$ cat src/rtl/conf_uart_tx.sv
// conf_uart_tx: sends a table of CONF_PAR_MAX configuration bytes as one
// gap-free burst of 8N1 UART frames, LSB first, with the line idle high.
// A start request in IDLE captures the whole parameter table. Later changes
// to params therefore do not affect a burst that is already running.
//
// Ports
//   clk      single clock, all logic on the rising edge
//   rst      synchronous active-high reset
//   start    request to transmit the full table (honoured only in IDLE)
//   params   flattened table, byte i at [8*i+7:8*i]
//   uart_tx  registered serial line
//   busy     high while a burst is in progress
//   done     one-cycle pulse in the first IDLE cycle after the last stop bit
module conf_uart_tx #(
  parameter int CONF_PAR_MAX = 8,
  parameter int BIT_CNT_MAX  = 5208
) (
  input  logic                      clk,
  input  logic                      rst,
  input  logic                      start,
  input  logic [CONF_PAR_MAX*8-1:0] params,
  output logic                      uart_tx,
  output logic                      busy,
  output logic                      done
);

  localparam int CNT_W = (BIT_CNT_MAX > 1) ? $clog2(BIT_CNT_MAX) : 1;
  localparam int IDX_W = (CONF_PAR_MAX > 1) ? $clog2(CONF_PAR_MAX) : 1;
  localparam logic [CNT_W-1:0] BIT_LAST = CNT_W'(BIT_CNT_MAX - 1);
  localparam logic [IDX_W-1:0] IDX_LAST = IDX_W'(CONF_PAR_MAX - 1);

  typedef enum logic [1:0] {IDLE, START_BIT, DATA_BITS, STOP_BIT} state_t;

  state_t                         state, state_n;
  logic [CNT_W-1:0]               bit_cnt, bit_cnt_n;
  logic [2:0]                     data_cnt, data_cnt_n;
  logic [IDX_W-1:0]               index, index_n;
  logic [CONF_PAR_MAX-1:0][7:0]   tbl;
  logic                           load, tx_n, done_n;
  logic                           bit_end;

  assign bit_end = (bit_cnt == BIT_LAST);

  always_comb begin
    state_n    = state;
    bit_cnt_n  = bit_cnt;
    data_cnt_n = data_cnt;
    index_n    = index;
    load       = 1'b0;
    done_n     = 1'b0;
    tx_n       = 1'b1;
    case (state)
      IDLE: begin
        if (start) begin
          load       = 1'b1;
          index_n    = '0;
          bit_cnt_n  = '0;
          data_cnt_n = '0;
          state_n    = START_BIT;
        end
      end
      START_BIT: begin
        if (bit_end) begin
          bit_cnt_n = '0;
          state_n   = DATA_BITS;
        end else begin
          bit_cnt_n = bit_cnt + 1'b1;
        end
      end
      DATA_BITS: begin
        if (bit_end) begin
          bit_cnt_n = '0;
          if (data_cnt == 3'd7) begin
            data_cnt_n = '0;
            state_n    = STOP_BIT;
          end else begin
            data_cnt_n = data_cnt + 1'b1;
          end
        end else begin
          bit_cnt_n = bit_cnt + 1'b1;
        end
      end
      STOP_BIT: begin
        if (bit_end) begin
          bit_cnt_n = '0;
          if (index == IDX_LAST) begin
            state_n = IDLE;
            done_n  = 1'b1;
          end else begin
            // The next start bit follows at once, with no idle gap.
            index_n = index + 1'b1;
            state_n = START_BIT;
          end
        end else begin
          bit_cnt_n = bit_cnt + 1'b1;
        end
      end
      default: state_n = IDLE;
    endcase
    // The line level is decoded from the next state and registered. This
    // keeps the pin glitch-free and avoids an extra cycle of latency. The
    // table is never read on the accept edge, because that edge always
    // selects the start bit.
    case (state_n)
      START_BIT: tx_n = 1'b0;
      DATA_BITS: tx_n = tbl[index_n][data_cnt_n];
      default:   tx_n = 1'b1;
    endcase
  end

  always_ff @(posedge clk) begin
    if (rst) begin
      state    <= IDLE;
      bit_cnt  <= '0;
      data_cnt <= '0;
      index    <= '0;
      tbl      <= '0;
      uart_tx  <= 1'b1;
      busy     <= 1'b0;
      done     <= 1'b0;
    end else begin
      state    <= state_n;
      bit_cnt  <= bit_cnt_n;
      data_cnt <= data_cnt_n;
      index    <= index_n;
      if (load) tbl <= params;
      uart_tx  <= tx_n;
      busy     <= (state_n != IDLE);
      done     <= done_n;
    end
  end

endmodule

$ cat config.mk
export PLATFORM = sky130hd
export DESIGN_NAME = conf_uart_tx
export DESIGN_NICKNAME = d
export VERILOG_FILES = /design/src/rtl/conf_uart_tx.sv
export SDC_FILE = /design/constraint.sdc
export NUM_CORES = 1
export LEC_CHECK = 0
export CORE_ASPECT_RATIO = 0.8
export CORE_MARGIN = 3
export CORE_UTILIZATION = 41
export DETAILED_ROUTE_END_ITERATION = 16
export RECOVER_POWER = 25
export SYNTH_ARGS = -nofsm -noshare
export SYNTH_HDL_FRONTEND = slang
export SYNTH_SLANG_ARGS = --single-unit
$ cat constraint.sdc
create_clock -name clk -period 4.2 [get_ports clk]
set_input_delay 0.84 -clock clk [delete_from_list [all_inputs] [get_ports clk]]
set_output_delay 0.84 -clock clk [all_outputs]
set_load 0.1 [all_outputs]
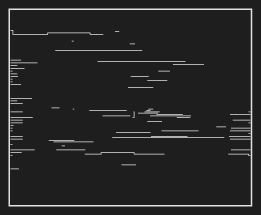
(run_1/met3.png)
Drawn at 2 px/micron.
nets with wire on the layer: 63
longest straight run: 55.7 microns
main direction: horizontal
share of all routed wire: 6.4%
wire length on this layer: 715 microns

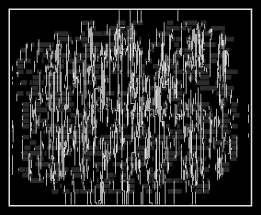
(run_1/met2.png)
Drawn at 2 px/micron. Cells faint in the background.
wire length on this layer: 4930 microns
nets with wire on the layer: 517
longest straight run: 44.5 microns

==> out/metrics.cfg, run 1 <==
[power]
p_int_uw=1440
top_power_group=registers
ir_drop_uv=178
switching_share_pct=24.5
power_clock_uw=756

[drt]
totalWireLength_microns=11200
final_antenna_net_count=0
first_pass_iters=4
route.met3.wl_microns=714

[clock_tree]
cts_max_path_buffers=2
cts_resized=0

[yosys]
adder_share_pct=2.62
yosys_cells=546
ys_sh_mux_pct=6.03
synthTopCellsByCount=nand2_1 (165), dfxtp_1 (88), a21oi_1 (71)
synth_nets=622
yosys.stat.seqShare_pct=41.0
aoi_share_pct=18.8
synth.top_cell.area_share_pct=41.0

[finish]
sh_seq_area_pct=32.9
antenna_cells=0
nFillCells=1011
fin_util_pct=53.9
largest_class=combinational gates
fin_area_sq_um=5350
logic_area_sq_um=2390
seq_area_sq_um=1760

[status]
outcome=finished, violations left
violations=capacitance limit, slew limit

[setup_path]
crit_fanout=14
cp-end-kind=flip-flop
ff2ff_path_depth=9
worst-path-stages=9
cp_top_family=buffers and inverters
crit_end=uart_tx
r2r_start=bit_cnt[0]

[final_timing]
rsz0062_at_grt=false
drv_slew=65
final_hold_viol_count=0
setup_viol_count_final=0
timing.final.crit_share_pct=79.3

[global_routing]
grt_pass1_wl_microns=18700
met3_usage_pct=4.89
met1_usage_pct=27.7
grt_max_degree=65
grt_usage_pct=19.5

[die]
die_w_microns=120

[flow_run]
maxCapViolations=1
log.warning_count=30

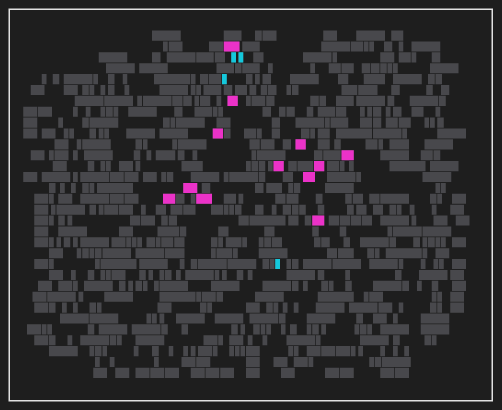
(run_1/gate_families.png)
Drawn at 4 px/micron.
| colour | family | cells | where |
|---|---|---|---|
| cyan | inverters | 4 | north |
| magenta | AND-OR and OR-AND gates | 12 | centre |
logic gate fraction of the total cell area: 44.7%
fin cells: 743
most common logic cell in the routed design: nand2_1

==> run_1/final_congestion.png <==
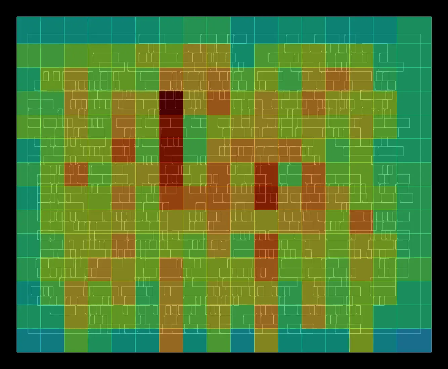

==> run 2: changes to the inputs <==
clock period = 3.4 ns   (was 4.2 ns; I/O delays follow)
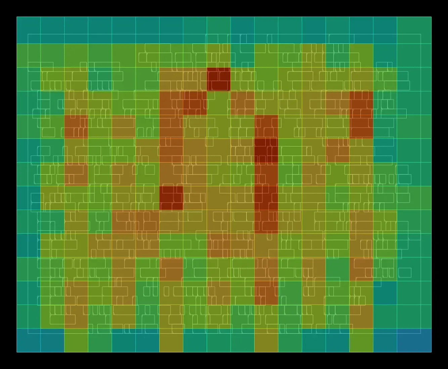
(run_2/final_congestion.png)
global route hottest layer: met2
met3 Usage GRT: 4.66%
GR Layer Usage met1: 28.4%
post-DR wirelength/cell: 15.4 microns

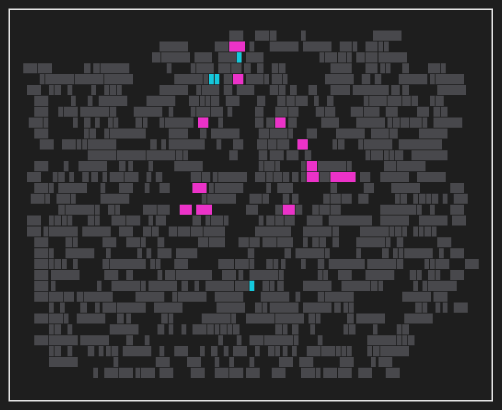
(run_2/gate_families.png)
Drawn at 4 px/micron.
| colour | family | cells |
|---|---|---|
| cyan | inverters | 4 |
| magenta | AND-OR and OR-AND gates | 12 |

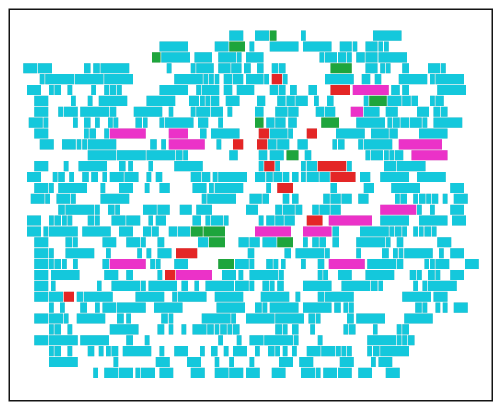
(run_2/drive_strength.png)
Drawn at 4 px/micron.
| colour | size | cells | share | most used |
|---|---|---|---|---|
| magenta | drive 6 and up | 14 | 2.3% | clkbuf_16 |
| green | drive 2 | 13 | 2.1% | mux2_2 |
| red | drive 3 to 4 | 14 | 2.3% | buf_4 |
| cyan | drive 1 or less | 571 | 93% | nand2_1 |

==> out/metrics.cfg, run 2 <==
[status]
outcome=complete, no violations

[finish]
antenna_cells=0  ; unchanged
buffer_area_share_pct=14.0
stdcell_count=748  ; +0.67%
logic_area_sq_um=2400  ; +0.26%
area_growth_pct=26.6
largest_reg_flops=64
fin_util_pct=54.7  ; +0.79 points
nFillCells=989  ; -2.2%
sh_comb_area_pct=44.2  ; -0.53 points
final_common_cell=nand2_1
sh_seq_area_pct=32.4  ; -0.48 points
layout-drive-gt1-share_pct=6.70
fin_area_sq_um=5430  ; +1.5%
top_register=tbl
largest_class=combinational gates
inv_count=4
seq_area_sq_um=1760  ; unchanged

[drt]
drt-met1-wl_microns=5770
final_antenna_net_count=0  ; unchanged
via_count=3987
totalWireLength_microns=11500  ; +2.4%
first_pass_iters=5  ; +1
route.met3.wl_microns=558  ; -22%
route.met2.wl_microns=5000

[die]
rows=32
fp_util_pct=43.2
die_w_microns=120  ; unchanged
ioPinCount=70

[clock_tree]
cts_setup_buffers=0
clkSinkCount=88
cts_tree=built
cts_max_path_buffers=2  ; unchanged
cts_resized=0  ; unchanged

[yosys]
edf_count=0
yosys.stat.seqShare_pct=41.0  ; unchanged
ys_sh_mux_pct=6.03  ; unchanged
synthTopLogicFamily=simple AND/OR/NAND/NOR gates
synth.top_cell.area_share_pct=41.0  ; unchanged
adder_share_pct=2.62  ; unchanged
synth.avg_cell_area_sq_um=7.86
aoi_share_pct=18.8  ; unchanged
yosys_cells=546  ; unchanged
yosys_warnings=0
synthTopCellsByCount=nand2_1 (165), dfxtp_1 (88), a21oi_1 (71)
synth.cellmix.simpleShare_pct=26.4
synth_nets=622  ; unchanged

[setup_path]
crit_end=uart_tx
slowest_stage=dlygate4sd3_1
cp_top_family=buffers and inverters
crit_arrival_ns=3.36
cp-end-kind=flip-flop
crit_fanout=14  ; unchanged
worst-path-stages=9  ; unchanged
crit_buf_inv=2
r2r_start=bit_cnt[0]
ff2ff_path_depth=9  ; unchanged

[final_timing]
drv_slew=0  ; -100%
hold_slack_ns=0.453
timing.final.crit_share_pct=91.6
fmaxAchievable_mhz=321
final_hold_viol_count=0  ; unchanged
skew_ns=0.00488
setup_viol_count_final=0  ; unchanged
rsz0062_at_grt=false

[global_routing]
grt.overflow.total=0
antenna_found_initial=0
grt_usage_pct=19.9  ; +0.33 points
grt_pass1_wl_microns=19100  ; +2.0%
grt_max_degree=66  ; +1.5%

[place]
pre_cts_ws_ns=0.244
place_area_sq_um=5130
port_buffers=69

[flow_run]
log.warning_count=30  ; unchanged
maxCapViolations=0  ; -1

[worst_hold_path]
hp-class=flip-flop to flip-flop
hold_path_depth=2

[power]
p_seq_uw=1130
power_clock_uw=1060  ; +40%
comb_power_uw=306
p_int_uw=1900  ; +31%
p_leak_uw=0.00204
seqPwrFrac_pct=45.3
top_power_group=registers
switching_share_pct=24.0  ; -0.50 points
ir_drop_uv=239  ; +35%

